===== config.mk =====
export PLATFORM = sky130hd
export DESIGN_NAME = mux_scan_sequencer
export DESIGN_NICKNAME = d
export VERILOG_FILES = /design/src/rtl/mux_seq_pkg.sv /design/src/rtl/ser_out_reg.sv /design/src/rtl/mux_scan_sequencer.sv
export SDC_FILE = /design/constraint.sdc
export NUM_CORES = 1
export LEC_CHECK = 0
export CAP_MARGIN = 20
export CORE_UTILIZATION = 41
export DETAILED_ROUTE_END_ITERATION = 12
export GPL_TIMING_DRIVEN = 0
export PLACE_DENSITY = 0.79
export REMOVE_ABC_BUFFERS = 1
export SYNTH_ARGS = -nofsm -noshare
export SYNTH_HDL_FRONTEND = slang
export SYNTH_SLANG_ARGS = --single-unit
export TNS_END_PERCENT = 20

===== constraint.sdc =====
create_clock -name clk -period 2.1 [get_ports clk]
set_input_delay 0.21 -clock clk [delete_from_list [all_inputs] [get_ports clk]]
set_output_delay 0.21 -clock clk [all_outputs]
set_load 0.005 [all_outputs]

===== src/rtl/mux_seq_pkg.sv =====
// mux_seq_pkg
// Shared definitions for the mux scan sequencer: scan FSM states, default
// word/select widths and the select stepping helper.
package mux_seq_pkg;

  localparam int WIDTH_DEF = 16;
  localparam int SEL_W_DEF = 4;

  typedef enum logic {
    IDLE = 1'b0,
    SCAN = 1'b1
  } state_t;

  // Next bit position in scan order. Callers never step past the end of the
  // requested range, so wrap-around is never exercised.
  function automatic logic [SEL_W_DEF-1:0] next_sel(
    input logic [SEL_W_DEF-1:0] sel,
    input int                   msb_first
  );
    return (msb_first != 0) ? sel - 1'b1 : sel + 1'b1;
  endfunction

endpackage


===== src/rtl/ser_out_reg.sv =====
// ser_out_reg
// One-entry valid/ready output register for the serial stream.
// Ports:
//   clk, rst      clock, synchronous active-high reset
//   capture   in  register cap_bit/cap_last this edge (only asserted when take)
//   cap_bit   in  bit to register
//   cap_last  in  last-bit marker to register
//   ser_ready in  downstream accepts the held bit
//   take      out register can accept a new bit this edge
//   ser_valid, ser_bit, ser_last  out  registered stream
module ser_out_reg (
  input  logic clk,
  input  logic rst,
  input  logic capture,
  input  logic cap_bit,
  input  logic cap_last,
  input  logic ser_ready,
  output logic take,
  output logic ser_valid,
  output logic ser_bit,
  output logic ser_last
);

  // Empty, or the held bit leaves on this same edge.
  assign take = !ser_valid || ser_ready;

  always_ff @(posedge clk) begin
    if (rst) begin
      ser_valid <= 1'b0;
      ser_bit   <= 1'b0;
      ser_last  <= 1'b0;
    end else if (capture) begin
      ser_valid <= 1'b1;
      ser_bit   <= cap_bit;
      ser_last  <= cap_last;
    end else if (ser_valid && ser_ready) begin
      ser_valid <= 1'b0;
    end
  end

endmodule


===== src/rtl/mux_scan_sequencer.sv =====
// mux_scan_sequencer
// Loads a word onto an external bit-select mux, walks the select through the
// requested bit positions and captures the mux output into a valid/ready
// serial stream with a last marker.
// Ports:
//   clk, rst                 clock, synchronous active-high reset
//   load_valid/ready/data/len  word load port (len = bits to send - 1)
//   mux_data, mux_sel        registered word and select to the mux
//   mux_y                    mux output
//   ser_valid/ready/bit/last serial output stream
//   busy                     scan in progress
module mux_scan_sequencer
  import mux_seq_pkg::*;
#(
  parameter int WIDTH     = WIDTH_DEF,
  parameter int SEL_W     = SEL_W_DEF,
  parameter int MSB_FIRST = 0
) (
  input  logic             clk,
  input  logic             rst,
  input  logic             load_valid,
  output logic             load_ready,
  input  logic [WIDTH-1:0] load_data,
  input  logic [SEL_W-1:0] load_len,
  output logic [WIDTH-1:0] mux_data,
  output logic [SEL_W-1:0] mux_sel,
  input  logic             mux_y,
  output logic             ser_valid,
  input  logic             ser_ready,
  output logic             ser_bit,
  output logic             ser_last,
  output logic             busy
);

  localparam logic [SEL_W-1:0] SEL_START = (MSB_FIRST != 0) ? SEL_W'(WIDTH - 1) : '0;

  state_t           state, state_nxt;
  logic [SEL_W-1:0] remaining, remaining_nxt;
  logic [SEL_W-1:0] sel_nxt;
  logic [WIDTH-1:0] data_nxt;
  logic             take;
  logic             capture;
  logic             cap_last;

  assign load_ready = (state == IDLE) && !rst;
  assign busy       = (state == SCAN);
  assign cap_last   = (remaining == '0);

  always_comb begin
    state_nxt     = state;
    remaining_nxt = remaining;
    sel_nxt       = mux_sel;
    data_nxt      = mux_data;
    capture       = 1'b0;
    case (state)
      IDLE: begin
        if (load_valid) begin
          data_nxt      = load_data;
          remaining_nxt = load_len;
          sel_nxt       = SEL_START;
          state_nxt     = SCAN;
        end
      end
      SCAN: begin
        if (take) begin
          capture = 1'b1;
          if (cap_last) begin
            // Select and data hold so the last bit stays observable on the mux.
            state_nxt = IDLE;
          end else begin
            remaining_nxt = remaining - 1'b1;
            sel_nxt       = SEL_W'(next_sel(mux_sel, MSB_FIRST));
          end
        end
      end
      default: state_nxt = IDLE;
    endcase
  end

  always_ff @(posedge clk) begin
    if (rst) begin
      state     <= IDLE;
      remaining <= '0;
      mux_sel   <= '0;
      mux_data  <= '0;
    end else begin
      state     <= state_nxt;
      remaining <= remaining_nxt;
      mux_sel   <= sel_nxt;
      mux_data  <= data_nxt;
    end
  end

  ser_out_reg u_ser_out_reg (
    .clk       (clk),
    .rst       (rst),
    .capture   (capture),
    .cap_bit   (mux_y),
    .cap_last  (cap_last),
    .ser_ready (ser_ready),
    .take      (take),
    .ser_valid (ser_valid),
    .ser_bit   (ser_bit),
    .ser_last  (ser_last)
  );

endmodule

==> images/congestion.png <==
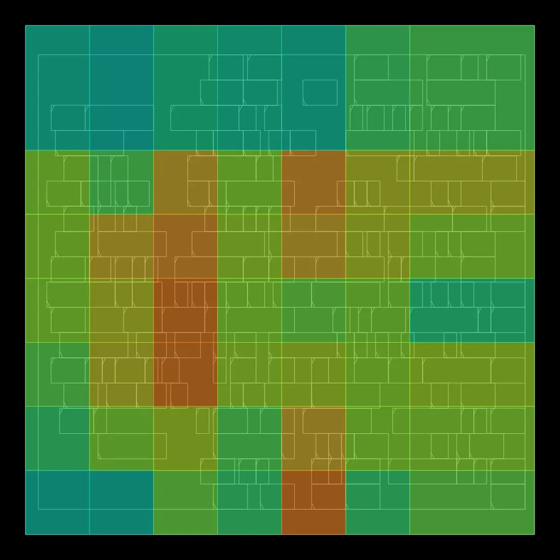
Core Util, Final: 0.652
GR Util met1: 0.194
Avg WL per Cell: 11.8 microns

==> images/detail.png <==
Bar = 10 microns. Window x 1 to 26, y 1 to 26 microns. Cells in grey, sequential cells in the stronger grey; small squares are vias.
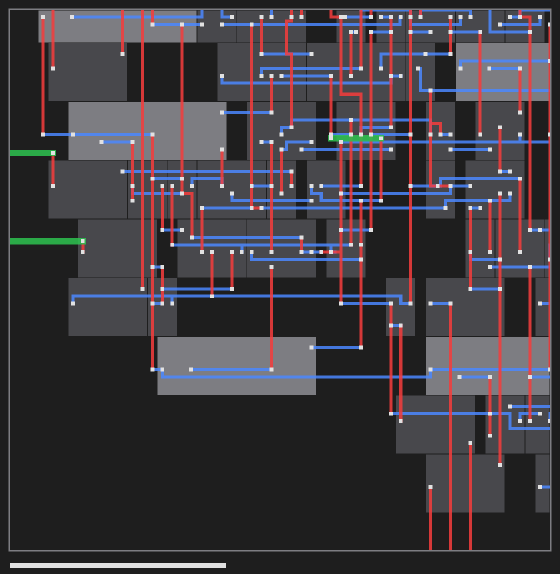
legend:
  metal 3:
    colour: green
  metal 1:
    colour: blue
  metal 2:
    colour: red
netlist names of flops here include: remaining (3)
most frequent: clkdlybuf4s50_1 (7), nand2_1 (5), dfxtp_1 (5)
sequential cells in the window: 5
cells with their middle in the window: 42

==> images/io_fan.png <==
Bar = 20 microns.
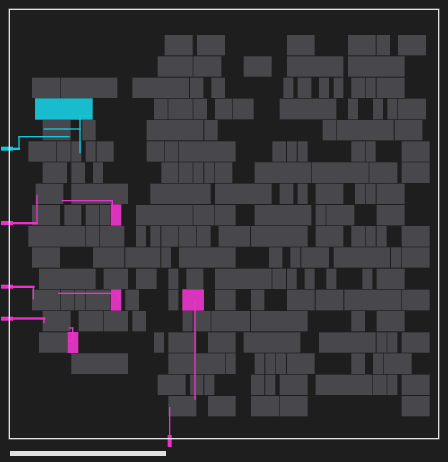
legend:
  load_len:
    colour: magenta
    bits: 4
    direction: input
    end_cells: 4
    buffers: 4
    wire: 50.5 microns
  ser_bit:
    colour: cyan
    bits: 1
    direction: output
    end_cells: 1
    buffers: 1
    wire: 19.4 microns
number of I/O pins: 50
port bufs: 49

==> run notes <==
impl run done, here's what came out: Non-CTS inverters=3, reg2reg end=mux_sel[3], Syn Inst Count=141, Non-clock buffers=50, antenna violations before repair=0, Final min period=1870 ps, P_seq=0.600 mW, Vias=1080, Die Wd=54.8 microns, Synth top area share=0.490, Clk. pwr=0.248 mW, Final Worst Setup Slack=232 ps, # nets final=214, mean area per synthesized cell=8.12 sq um, AO/OA Area Share=0.181, Setup crit start kind=input pin, status=finished clean, Placement Cell Area=1640 sq um, Pwr top=registers, DIE HEIGHT=54.8 microns, Crit. End Element=output port, largest area contributor in the netlist=dfxtp_1, pwr/cell area=664 nW/um^2, GRT met2 Usage=0.321, critical path endpoint=load_ready, combinational fraction of design power=0.237, DRT Pass-1 Iters=4, hold path depth=3, biggest regs=mux_data (16), mux_sel (4), remaining (4), Final Cell Area=1670 sq um, chip area=3010 sq um
Power figures rest on the tool's default switching activity, not on a simulated workload.
